--- src/rtl/fetch_stage.sv ---
// Instruction-fetch stage: owns the PC, drives the combinational ROM and
// registers the fetched word into IF/ID. An out-of-window fetch freezes the stage.
module fetch_stage #(
  parameter int                    DATA_WIDTH   = 32,
  parameter logic [DATA_WIDTH-1:0] RESET_PC     = 32'h0040_0000,
  parameter int                    MEMORY_DEPTH = 64
) (
  input  logic                  clk,
  input  logic                  reset,
  input  logic                  stall_i,
  input  logic                  flush_i,
  input  logic                  branch_taken_i,
  input  logic [15:0]           branch_offset_i,
  input  logic                  jump_i,
  input  logic [25:0]           jump_index_i,
  input  logic                  jump_reg_i,
  input  logic [DATA_WIDTH-1:0] jump_reg_addr_i,
  input  logic [DATA_WIDTH-1:0] instruction_i,
  output logic [DATA_WIDTH-1:0] pc_o,
  output logic [DATA_WIDTH-1:0] if_id_instruction_o,
  output logic [DATA_WIDTH-1:0] if_id_pc_plus4_o,
  output logic                  if_id_valid_o,
  output logic                  fetch_fault_o,
  output logic                  dbg_state_o
);

  localparam logic [DATA_WIDTH-1:0] LP_PC_LIMIT = RESET_PC + DATA_WIDTH'(4 * MEMORY_DEPTH);

  typedef enum logic {ST_RUN = 1'b0, ST_FAULT = 1'b1} state_t;

  state_t                r_state;
  state_t                w_state_next;
  logic [DATA_WIDTH-1:0] r_pc;
  logic [DATA_WIDTH-1:0] r_if_id_instruction;
  logic [DATA_WIDTH-1:0] r_if_id_pc_plus4;
  logic                  r_if_id_valid;

  logic [DATA_WIDTH-1:0] w_pc_plus4;
  logic [DATA_WIDTH-1:0] w_branch_target;
  logic [DATA_WIDTH-1:0] w_jump_target;
  logic [DATA_WIDTH-1:0] w_next_pc;
  logic                  w_illegal;
  logic                  w_pc_load;
  logic                  w_ifid_load;
  logic                  w_ifid_bubble;

  // Redirect targets are relative to the instruction currently in ID.
  assign w_pc_plus4      = r_pc + DATA_WIDTH'(4);
  assign w_branch_target = r_if_id_pc_plus4 +
                           {{(DATA_WIDTH-18){branch_offset_i[15]}}, branch_offset_i, 2'b00};
  assign w_jump_target   = {r_if_id_pc_plus4[DATA_WIDTH-1:DATA_WIDTH-4], jump_index_i, 2'b00};

  always_comb begin
    w_next_pc = w_pc_plus4;
    if (jump_reg_i)          w_next_pc = jump_reg_addr_i;
    else if (jump_i)         w_next_pc = w_jump_target;
    else if (branch_taken_i) w_next_pc = w_branch_target;
  end

  assign w_illegal = (r_pc[1:0] != 2'b00) || (r_pc < RESET_PC) || (r_pc >= LP_PC_LIMIT);

  // State register
  always_ff @(posedge clk or posedge reset) begin
    if (reset) r_state <= ST_RUN;
    else       r_state <= w_state_next;
  end

  // Next-state logic: only reset leaves FAULT
  always_comb begin
    w_state_next = r_state;
    if (r_state == ST_RUN && w_illegal) w_state_next = ST_FAULT;
  end

  // Output/control decode; stall outranks flush for the PC but not for IF/ID
  always_comb begin
    w_pc_load     = 1'b0;
    w_ifid_load   = 1'b0;
    w_ifid_bubble = 1'b0;
    if (r_state == ST_RUN) begin
      if (w_illegal) begin
        w_ifid_bubble = 1'b1;
      end else if (stall_i) begin
        w_ifid_bubble = flush_i;
      end else if (flush_i) begin
        w_pc_load     = 1'b1;
        w_ifid_bubble = 1'b1;
      end else begin
        w_pc_load     = 1'b1;
        w_ifid_load   = 1'b1;
      end
    end
  end

  always_ff @(posedge clk or posedge reset) begin
    if (reset) begin
      r_pc                <= RESET_PC;
      r_if_id_instruction <= '0;
      r_if_id_pc_plus4    <= '0;
      r_if_id_valid       <= 1'b0;
    end else begin
      if (w_pc_load) r_pc <= w_next_pc;
      if (w_ifid_bubble) begin
        r_if_id_instruction <= '0;
        r_if_id_pc_plus4    <= '0;
        r_if_id_valid       <= 1'b0;
      end else if (w_ifid_load) begin
        r_if_id_instruction <= instruction_i;
        r_if_id_pc_plus4    <= w_pc_plus4;
        r_if_id_valid       <= 1'b1;
      end
    end
  end

  assign pc_o                = r_pc;
  assign if_id_instruction_o = r_if_id_instruction;
  assign if_id_pc_plus4_o    = r_if_id_pc_plus4;
  assign if_id_valid_o       = r_if_id_valid;
  assign fetch_fault_o       = (r_state == ST_FAULT);
  assign dbg_state_o         = r_state;

endmodule

--- config.mk ---
export PLATFORM = sky130hd
export DESIGN_NAME = fetch_stage
export DESIGN_NICKNAME = d
export VERILOG_FILES = /design/src/rtl/fetch_stage.sv
export SDC_FILE = /design/constraint.sdc
export NUM_CORES = 1
export LEC_CHECK = 0
export CAP_MARGIN = 20
export CORE_UTILIZATION = 40
export CTS_BUF_LIST = sky130_fd_sc_hd__clkbuf_8
export DETAILED_ROUTE_END_ITERATION = 8
export GPL_ROUTABILITY_DRIVEN = 0
export HOLD_SLACK_MARGIN = 0.1
export PLACE_DENSITY = 0.78
export SLEW_MARGIN = 25
export SYNTH_ARGS = -nofsm -noshare
export SYNTH_HDL_FRONTEND = slang
export SYNTH_SLANG_ARGS = --single-unit
--- constraint.sdc ---
create_clock -name clk -period 2.75 [get_ports clk]
set_input_delay 0.275 -clock clk [delete_from_list [all_inputs] [get_ports clk]]
set_output_delay 0.275 -clock clk [all_outputs]
set_load 0.01 [all_outputs]
==> results.cfg <==
; yosys + openroad results
[global_routing]
grt_max_degree = 66
antenna_found_initial = 0
grt-ovfl-total = 0
use_met1_pct = 35.8

[cells_and_area]
drive_above_1_share_pct = 11.2
layout_top_cells = clkdlybuf4s50_1 (211), dfrtp_1 (97), nand2_1 (64)
n_all_inverters = 24
area_growth_pct = 46.3
nClkBuffers = 9

[clocking]
post-cts-setup-buffers = 0
worst_skew_pair.late_latency_ns = 0.38
clock_path_buffers = 2

[worst_hold_path]
holdCritPathClass = primary input to asynchronous set/reset pin

[setup_path]
critPathTopFamily = AND-OR/OR-AND gates
cp.depth = 9
critPathCaptureType = flip-flop
crit_required_ns = 3.01
endpoint = pc_o[31]
critPathBufInv = 0

[placed_design]
dp_hpwl_um = 16500
placed_cells = 1148

[floorplan]
dieArea_um2 = 16400
floorplan.core_util_pct = 41.5
rows = 45
io_pins = 212

[synth]
top_logic_kind = AND-OR/OR-AND gates
ys_ff = 98
synthAoiAreaFrac_pct = 27.4
syn_avg_cell_area_um2 = 9.06
ys_top_cells_by_count = dfrtp_1 (97), nand2_1 (64), a21oi_1 (55)
top_cell_area_share_pct = 38.1

[drt]
dr.pass1.iters = 5
routed_wl_um = 22000
via_per_inst = 5.75
drt_iter0_markers = 558

[run_status]
status = finished clean

[power]
p_int_mw = 2.27
p_leak_nw = 4.21

[sta]
slew_headroom_pct = 59.3
fmax_ghz = 0.381
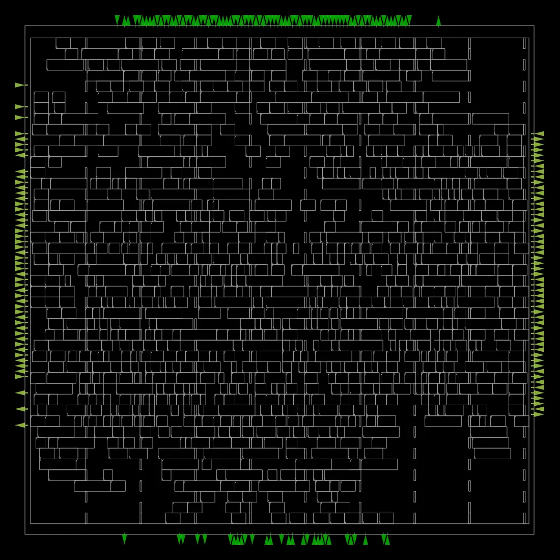
Fig. 1. Cell placement.
Core ar.: 15400 µm²
Non-Filler Instances: 1164

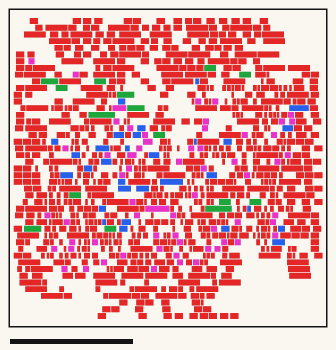
Fig. 2. Cell sizes after repair.
Scale bar: 50 µm.
drive 3 to 4: marked magenta, cells 62, share 6.5%. drive 2: marked blue, cells 30, share 3.1%. drive 6 and up: marked green, cells 15, share 1.6%. drive 1 or less: marked red, cells 846, share 89%.

